==> src/rtl/seq_pkg.sv <==
// Shared encodings and helpers for the parametrised sequence detector.
package seq_pkg;

  localparam logic [1:0] SYM_A = 2'd0;
  localparam logic [1:0] SYM_B = 2'd1;
  localparam logic [1:0] SYM_C = 2'd3;

  // Default pattern A,B,B,C with position 0 in the LSBs.
  localparam logic [7:0] DEF_PAT = {SYM_C, SYM_B, SYM_B, SYM_A};

  localparam logic [1:0] EMPTY   = 2'd0;
  localparam logic [1:0] FILLING = 2'd1;
  localparam logic [1:0] FULL    = 2'd2;

  function automatic logic [1:0] fill_state(input int unsigned fill, input int unsigned len);
    if (fill == 0)
      return EMPTY;
    else if (fill >= len)
      return FULL;
    else
      return FILLING;
  endfunction

endpackage

==> src/rtl/seq_window_cmp.sv <==
// Masked compare of the symbol window against the programmed pattern.
module seq_window_cmp #(
  parameter int SYM_W = 2,
  parameter int LEN   = 4
) (
  input  logic [LEN*SYM_W-1:0] window,
  input  logic [LEN*SYM_W-1:0] pattern,
  input  logic [LEN-1:0]       care,
  output logic                 hit
);

  always_comb begin
    hit = 1'b1;
    for (int i = 0; i < LEN; i++) begin
      if (care[i] && (window[i*SYM_W +: SYM_W] != pattern[i*SYM_W +: SYM_W]))
        hit = 1'b0;
    end
  end

endmodule

==> src/rtl/seq_detector_param.sv <==
// Programmable sequence detector: history, fill tracking, pattern registers
// and a saturating match counter around a masked window comparator.
module seq_detector_param
  import seq_pkg::*;
#(
  parameter int                   SYM_W   = 2,
  parameter int                   LEN     = 4,
  parameter int                   CNT_W   = 8,
  parameter logic [LEN*SYM_W-1:0] RST_PAT = DEF_PAT,
  localparam int                  IDX_W   = (LEN > 1) ? $clog2(LEN) : 1,
  localparam int                  FILL_W  = $clog2(LEN + 1)
) (
  input  logic              clock,
  input  logic              reset_n,
  input  logic              in_valid,
  input  logic [SYM_W-1:0]  in_sym,
  input  logic              overlap,
  input  logic              cfg_we,
  input  logic [IDX_W-1:0]  cfg_idx,
  input  logic [SYM_W-1:0]  cfg_sym,
  input  logic              cfg_care,
  input  logic              clr_cnt,
  output logic              out,
  output logic [CNT_W-1:0]  match_count,
  output logic [FILL_W-1:0] fill
);

  localparam logic [FILL_W:0]   LEN_CMP   = (FILL_W + 1)'(LEN);
  localparam logic [FILL_W-1:0] FILL_FULL = FILL_W'(LEN);
  localparam logic [IDX_W:0]    LEN_IDX   = (IDX_W + 1)'(LEN);
  localparam logic [CNT_W-1:0]  CNT_MAX   = '1;

  logic [LEN*SYM_W-1:0] hist;
  logic [LEN*SYM_W-1:0] pattern;
  logic [LEN-1:0]       care;
  logic [LEN*SYM_W-1:0] window;
  logic                 hit;
  logic                 cfg_wr;
  logic                 enough;
  logic                 match;

  // Window is the incoming symbol on top of the newest LEN-1 history entries.
  generate
    if (LEN == 1) begin : g_len1
      assign window = in_sym;
    end else begin : g_lenn
      assign window = {in_sym, hist[LEN*SYM_W-1:SYM_W]};
    end
  endgenerate

  seq_window_cmp #(
    .SYM_W (SYM_W),
    .LEN   (LEN)
  ) u_cmp (
    .window  (window),
    .pattern (pattern),
    .care    (care),
    .hit     (hit)
  );

  assign cfg_wr = cfg_we && ({1'b0, cfg_idx} < LEN_IDX);
  assign enough = ({1'b0, fill} + (FILL_W + 1)'(1)) >= LEN_CMP;
  // A config write discards whatever symbol arrives on the same edge.
  assign match  = in_valid && !cfg_wr && enough && hit;

  always_ff @(posedge clock or negedge reset_n) begin
    if (!reset_n) begin
      out         <= 1'b0;
      match_count <= '0;
      fill        <= '0;
      hist        <= '0;
      pattern     <= RST_PAT;
      care        <= '1;
    end else begin
      out <= match;

      if (cfg_wr) begin
        pattern[cfg_idx*SYM_W +: SYM_W] <= cfg_sym;
        care[cfg_idx]                   <= cfg_care;
        fill                            <= '0;
      end else if (in_valid) begin
        hist <= window;
        if (match)
          fill <= overlap ? FILL_FULL : '0;
        else if (fill_state(int'(fill), LEN) != FULL)
          fill <= fill + FILL_W'(1);
      end

      if (clr_cnt)
        match_count <= '0;
      else if (match && (match_count != CNT_MAX))
        match_count <= match_count + CNT_W'(1);
    end
  end

endmodule
==> config.mk <==
export PLATFORM = sky130hd
export DESIGN_NAME = seq_detector_param
export DESIGN_NICKNAME = d
export VERILOG_FILES = /design/src/rtl/seq_pkg.sv /design/src/rtl/seq_window_cmp.sv /design/src/rtl/seq_detector_param.sv
export SDC_FILE = /design/constraint.sdc
export NUM_CORES = 1
export LEC_CHECK = 0
export CAP_MARGIN = 20
export CORE_MARGIN = 8
export CORE_UTILIZATION = 53
export DETAILED_ROUTE_END_ITERATION = 16
export PLACE_DENSITY = 0.79
export RECOVER_POWER = 50
export SYNTH_ARGS = -nofsm -noshare
export SYNTH_HDL_FRONTEND = slang
export SYNTH_SLANG_ARGS = --single-unit
==> constraint.sdc <==
create_clock -name clock -period 2.65 [get_ports clock]
set_clock_uncertainty 0.05 [all_clocks]
set_input_delay 0.265 -clock clock [delete_from_list [all_inputs] [get_ports clock]]
set_output_delay 0.265 -clock clock [all_outputs]
set_load 0.005 [all_outputs]
==> impl_metrics.ini, run 1 <==
; implementation run metrics
[routing]
via_count = 1235
wl_met1_mm = 1.31
dr.pass1.iters = 4
route.detailed.drc = 0
met2WireLength_mm = 1.69
drt_iter0_markers = 141
maxUsedRoutingLayer = met4
drt_wl_total_mm = 3.21
wl_met3_um = 149
vias_per_cell = 5.72
ant_nets = 0

[worst_setup_path]
arrival_ns = 2.26
ff2ff_setup_slack_ns = 0.56
cp-startpoint = pattern[6]$_DFFE_PN1P_
timing.rr.start = pattern[6]$_DFFE_PN1P_
critPathLaunchType = flop
path_class = flop to flop
critPathCapture = match_count[7]$_DFFE_PN0P_
worstPathRequired_ns = 2.82
r2r-end = match_count[7]$_DFFE_PN0P_
cp-end-kind = flop
r2r_cells = 5

[power]
clockPowerShare = 0.272
share_comb_of_total_power = 0.168
p_per_area_nw_per_um2 = 508
p_int_mw = 0.721
p_seq_frac = 0.560
leakage_nw = 0.818
switching_power_mw = 0.263
irDropWorstVdd_mv = 0.339
power_mw = 0.984
switching_share = 0.267

[hold_path]
min-delay-start = pattern[4]$_DFFE_PN1P_
min_path_type = flop to flop
min_to = pattern[4]$_DFFE_PN1P_
hold_depth = 2

[yosys]
top_cell_area_share = 0.344
synthTopLogicFamily = simple AND/OR/NAND/NOR gates
synth_stat.cells = 151
synth.top_cells.by_count = dfrtp_1, nand2_1, mux2_2
xor_area_frac = 0.0438
synth_seq_share = 0.476
yosys_warnings = 0
ys_sh_mux = 0.118
ys_ff = 30
largest_area_cell = dfrtp_1
synth_adder_area_share = 0.0548
async_flop_share = 1.00
synthTopCellsByArea = dfrtp_1, dfstp_2, mux2_2, ha_1, xor2_1
netlist_area_sq_um = 1600
synth-main-ff-cell = dfrtp_1
ys_area_sq_um = 1600
synth.avg_cell_area_sq_um = 10.6
synth_cell_types = 33
ys_sh_aoi = 0.0947
syn_inst = 151
floorplan.nets = 171
synth-edff-count = 0

[layout]
largestClassByArea = logic gates
sh_seq_area = 0.393
area_growth_pct = 21.1
seq_cells = 30
mostFrequentLayoutCell = dfrtp_1
fin_util = 0.656
comb_share = 0.410
buffer_area_frac = 0.136
final_cells = 216
clk_share = 0.0284
num-nonclk-buffers = 28
design_area_sq_um = 1940
num-fill-cells = 260
non_clock_inverter_count = 6
layout_top_cells = dfrtp_1, clkdlybuf4s50_1, nand2_1, mux2_2, nand3_1
logic_gate_count = 112
seq_area_sq_um = 761
final_net_count = 203
antennaDiodeCount = 0

[job]
maxCapViolCount = 1
warning_count = 30

[place]
gp_congestion = 0.817
place_hpwl_mm = 2.53
dpl_cell_area_sq_um = 1890
placed_cells = 209
pre_cts_ws_ns = 0.320
portBuffers = 24

[cts]
clock_path_buffers = 2
holdBufCountCts = 0
htree_num_levels = 2
clkLatencyLatePin_ns = 0.32
root_buffer = clkbuf_4
cts_buffers = 5
post_cts_buffers = 0
cts_tree = built
cts_num_sinks = 30

[floorplanning]
core_sq_um = 2950
dieHeight_um = 70.9
die-area_sq_um = 5030
taps = 33
boundaryPins = 25
dieWidth_um = 70.9
fp_util = 0.542

[final_timing]
drv_slew = 31
rsz0062_at_grt = no
tightest_slew_ns = 1.53
post-route-period-util = 0.790
setup_violations = 0
relSlewSlack = -0.0209
hold_ws_ns = 0.442
finalHoldViolations = 0
fmax_mhz = 478
setup_tns_ns = 0

[global_routing]
use_met1 = 0.140
grt_pass1_vias = 1277
grt_use_total = 0.141
grt_overflow_total = 0
antenna_found_initial = 0
grt_max_degree = 31
grt_pass1_wl_mm = 5.62

[run_status]
violations = capacitance limit, slew limit
outcome = finished with violations
==> run 1: power groups by stage <==
stage | registers (mW) | clock network [mW] | logic, mW
finish | 0.551 | 0.268 | 0.165
global route | 0.558 | 0.299 | 0.186
CTS | 0.551 | 0.278 | 0.171
detailed placement | 0.561 | 0 | 0.171
global placement | 0.557 | 0 | 0.161
floorplan | 0.548 | 0 | 0.106
==> run 1: state kept, by name, summed over array words and instances, names as in the netlist <==
| name | flops |
|---|---|
| care | 4 |
| pattern | 8 |
| match_count | 8 |
| out | 1 |
| fill | 3 |
| hist | 6 |
==> run 1: worst max-delay path, cell delays in order (launching register included) <==
cell       delay [ns]
dfstp_2          0.56
xor2_1           0.07
o21ai_0          0.20
o2111ai_2        0.30
nor4_1           0.43
mux2_2           0.37
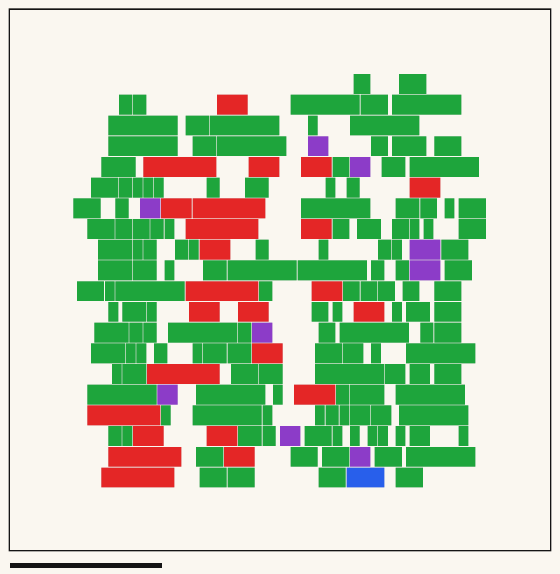
**Above:** run 1 (drive-strength map).
Scale bar: 20 um.
- purple: x3 and x4 (cells 9; most used clkbuf_4)
- green: x1 and smaller (cells 149; most used dfrtp_1)
- blue: x6 and larger (cells 1; most used clkbuf_8)
- red: x2 (cells 24; most used mux2_2)

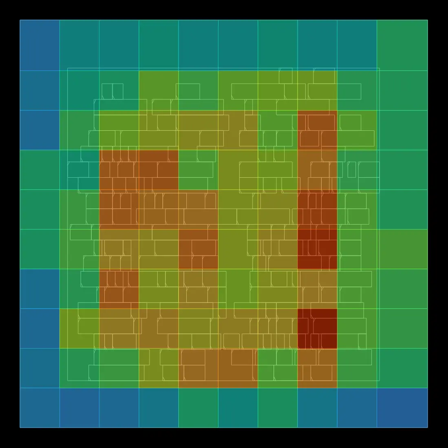
**Above:** run 1 (track usage over the die).
Most Used Layer, Global Route: met2
met2 Resource Use GR: 0.253
GR Util met3: 0.0537
DR WL/cell: 14.9 um

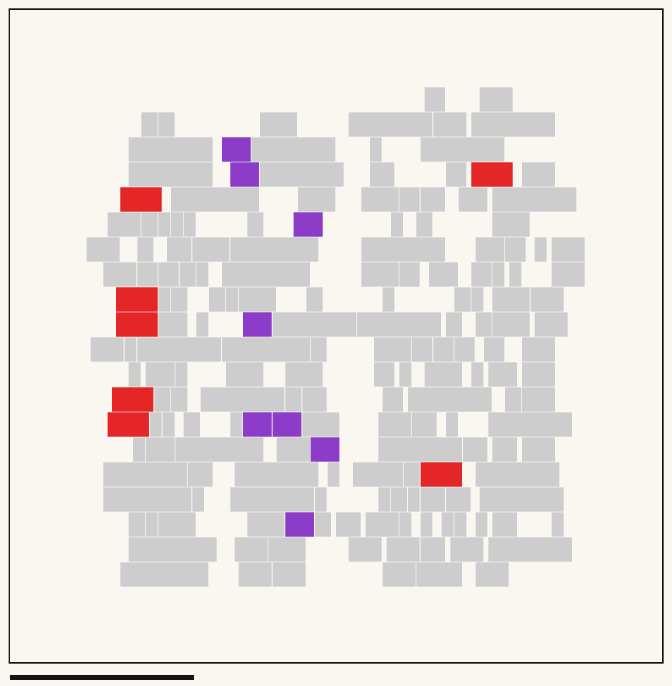
**Above:** run 1 (gate-type map).
Scale bar: 20 um.
- red: fa/ha/maj cells (cells 7)
- purple: xor and xnor cells (cells 8)

**Run 1: sequential cells grouped by signal name**

Scale bar: 20 um. Other sequential cells in the stronger grey, the rest of the logic in the fainter grey.
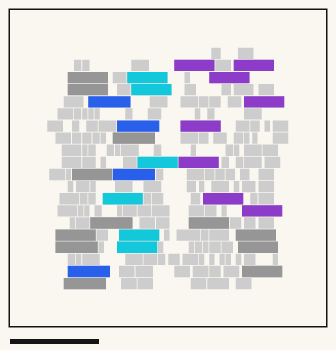

==> run 2, diff against run 1 <==
--- a/config.mk
+++ b/config.mk
@@ -7,9 +7,9 @@
 export LEC_CHECK = 0
 export CAP_MARGIN = 20
 export CORE_MARGIN = 8
-export CORE_UTILIZATION = 53
+export CORE_UTILIZATION = 48
 export DETAILED_ROUTE_END_ITERATION = 16
-export PLACE_DENSITY = 0.79
+export PLACE_DENSITY = 0.75
 export RECOVER_POWER = 50
 export SYNTH_ARGS = -nofsm -noshare
 export SYNTH_HDL_FRONTEND = slang
==> constraint.sdc (replaced) <==
create_clock -name clock -period 1.7 [get_ports clock]
set_clock_uncertainty 0.05 [all_clocks]
set_input_delay 0.17 -clock clock [delete_from_list [all_inputs] [get_ports clock]]
set_output_delay 0.17 -clock clock [all_outputs]
set_load 0.005 [all_outputs]
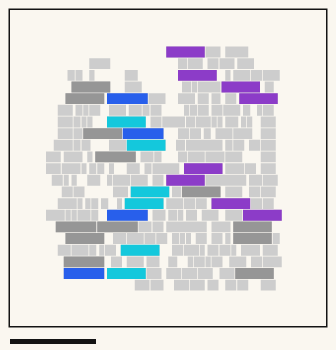
**Above:** run 2 (sequential cells grouped by signal name).
Scale bar: 20 um. Other sequential cells in the stronger grey, the rest of the logic in the fainter grey.
- purple: `match_count` (sequential cells 8)
- blue: `care` (sequential cells 4)
- cyan: `hist` (sequential cells 6)
Reg area: 761 sq um
Seq. pwr: 0.854 mW
flop share of the area: 0.322
Final Core Density: 0.725

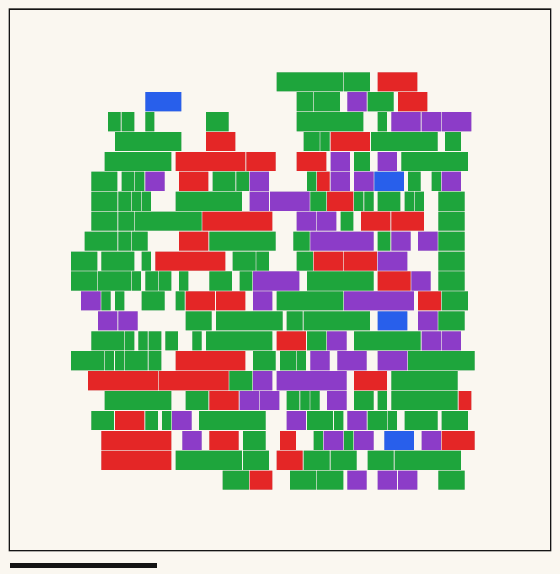
**Above:** run 2 (drive-strength map).
Scale bar: 20 um.
- blue: x6 and larger (cells 4; most used buf_6)
- purple: x3 and x4 (cells 48; most used buf_4)
- red: x2 (cells 36; most used mux2_2)
- green: x1 and smaller (cells 130; most used clkdlybuf4s50_1)
Layout Area Growth over Synthesis: 47.7%
Signal buffers: 61

==> run 2 against run 1 <==
- the flow finishes with violations (setup timing)
- critical endpoint is now match_count[5]$_DFFE_PN0P_
- total power is 80% higher
- critical path depth stayed put
- synthesized area is the same
- via count up 18%
- synthesized cell count unchanged
- global-route usage grew 1.7 points
- utilization is 6.9 points higher
- final area up 22%
- register-to-register slack lost 0.79 ns
- highest routed layer unchanged
- non-clock buffer count is 33 higher
- largest cell class unchanged
==> impl_metrics.ini, run 2 <==
; implementation run metrics
[layout]
layout_top_cells = buf_4, clkdlybuf4s50_1, dfrtp_1, nand2_1, mux2_2
buffer_area_frac = 0.223
final_cells = 264
non_clock_inverter_count = 6
antennaDiodeCount = 0
design_area_sq_um = 2360
comb_share = 0.396
final_net_count = 237
largestClassByArea = logic gates
num-fill-cells = 256
logic_gate_count = 113
clk_share = 0.0254
seq_cells = 30
reg.largest.list = match_count: 8 flops, pattern: 8 flops, hist: 6 flops
mostFrequentLayoutCell = buf_4

[global_routing]
antenna_found_initial = 0
grt-busiest-layer = met2
grt_pass1_vias = 1425
gr-usage-met2 = 0.280
grt_overflow_total = 0
grt_pass1_wl_mm = 6.65
grt_max_degree = 31
use_met1 = 0.173
grt_use_total = 0.158
globalRouteMet3Util = 0.0546

[yosys]
netlist_area_sq_um = 1600
ys_sh_aoi = 0.0947
largest_area_cell = dfrtp_1
top_cell_area_share = 0.344
ys_area_sq_um = 1600
yosys.cell_count.top_type = dfrtp_1
synth-edff-count = 0
synth-main-ff-cell = dfrtp_1
synth_cell_types = 33
xor_area_frac = 0.0438
ys_sh_simple = 0.187
synth_adder_area_share = 0.0548
async_flop_share = 1.00
ys_ff = 30
ys_sh_mux = 0.118
synth_seq_share = 0.476
synthTopCellsByArea = dfrtp_1, dfstp_2, mux2_2, ha_1, xor2_1
synth.top_cells.by_count = dfrtp_1, nand2_1, mux2_2
yosys_warnings = 0
synthTopLogicFamily = simple AND/OR/NAND/NOR gates
synth.avg_cell_area_sq_um = 10.6
syn_inst = 151
synth_stat.cells = 151
floorplan.nets = 171

[power]
leakage_nw = 1.01
p_comb_mw = 0.466
pg_clk_mw = 0.451
p_per_area_nw_per_um2 = 750
share_comb_of_total_power = 0.263
switching_share = 0.294
power-top-group = registers
irDropWorstVdd_mv = 0.560
power_mw = 1.77
p_seq_frac = 0.482
switching_power_mw = 0.520
p_int_mw = 1.25
clockPowerShare = 0.254

[final_timing]
fmax_mhz = 519
fin_ws_ns = -0.228
hold_ws_ns = 0.353
finalCriticalPeriod_ns = 1.93
finalHoldViolations = 0
relSlewSlack = 0.514
tightest_slew_ns = 0.729
post-route-period-util = 1.13
drv_slew = 0
setup_tns_ns = -1.87
setup_violations = 13
rsz0062_at_grt = yes

[routing]
dr.pass1.iters = 4
wl_per_cell_um = 16.3
route.detailed.drc = 0
met2WireLength_mm = 2.33
wl_met1_mm = 1.68
vias_per_cell = 5.50
drt_wl_total_mm = 4.31
wl_met3_um = 202
maxUsedRoutingLayer = met4
via_count = 1453
drt_iter0_markers = 155
ant_nets = 0

[worst_setup_path]
cpLargestDelayFamily = flip-flops
path_buffers = 0
cp-end-kind = flop
path_cells = xor2_1 > o21ai_2 > o2111ai_4 > nor4_2 > mux2_2
path_class = flop to flop
crit_slowest_cell = dfstp_2
cp_slowest_stage_delay_ns = 0.56
critPathLaunchType = flop
worstPathRequired_ns = 1.88
arrival_ns = 2.11

[floorplanning]
boundaryPins = 25
core_sq_um = 3260
taps = 46
dieHeight_um = 73.7
die-area_sq_um = 5430
fp_util = 0.491
dieWidth_um = 73.7

[place]
dpl_cell_area_sq_um = 2110
place_hpwl_mm = 2.79
gp_congestion = 0.814
pre_cts_ws_ns = -0.529
placed_cells = 248
portBuffers = 24

[run_status]
outcome = finished with violations
violations = setup timing

[cts]
clock_path_buffers = 2
cts_tree = built
clkLatencyLatePin_ns = 0.33
htree_num_levels = 2
cts.clk_slew.worst_paths_ns = 0.10
cts_buffers = 5
holdBufCountCts = 0
cts_num_sinks = 30
root_buffer = clkbuf_4

[job]
warning_count = 33
maxCapViolCount = 0

[hold_path]
min_path_type = primary input to async pin
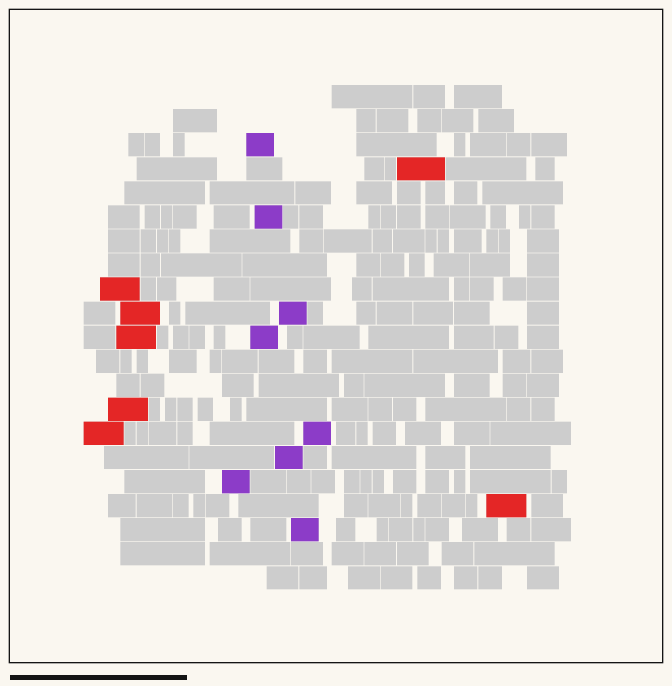
**Above:** run 2 (gate-type map).
Scale bar: 20 um.
- purple: xor and xnor cells (cells 8)
- red: fa/ha/maj cells (cells 7)

==> run 2: final timing paths <==
kind	from	end	slack [ns]	depth (start not counted)
min in group clock	cfg_sym[0]	pattern[0]$_DFFE_PN0P_	0.38	3
worst max register to register	pattern[6]$_DFFE_PN1P_	match_count[5]$_DFFE_PN0P_	-0.23	5
worst min register to register	pattern[2]$_DFFE_PN1P_	pattern[2]$_DFFE_PN1P_	0.44	2
worst min-delay path	reset_n	fill[1]$_DFFE_PN0P_	0.35	2
max in group asynchronous	reset_n	pattern[1]$_DFFE_PN0P_	0.77	2
worst max-delay path	pattern[6]$_DFFE_PN1P_	match_count[5]$_DFFE_PN0P_	-0.23	5
==> run 2: timing repair <==
item	in CTS	in global routing
cloned	1	0
pin swaps	3	8
setup buffers	5	2
setup endpoints to repair	12	13
resized	12	16
Power figures rest on the tool's default switching activity, not on a simulated workload.
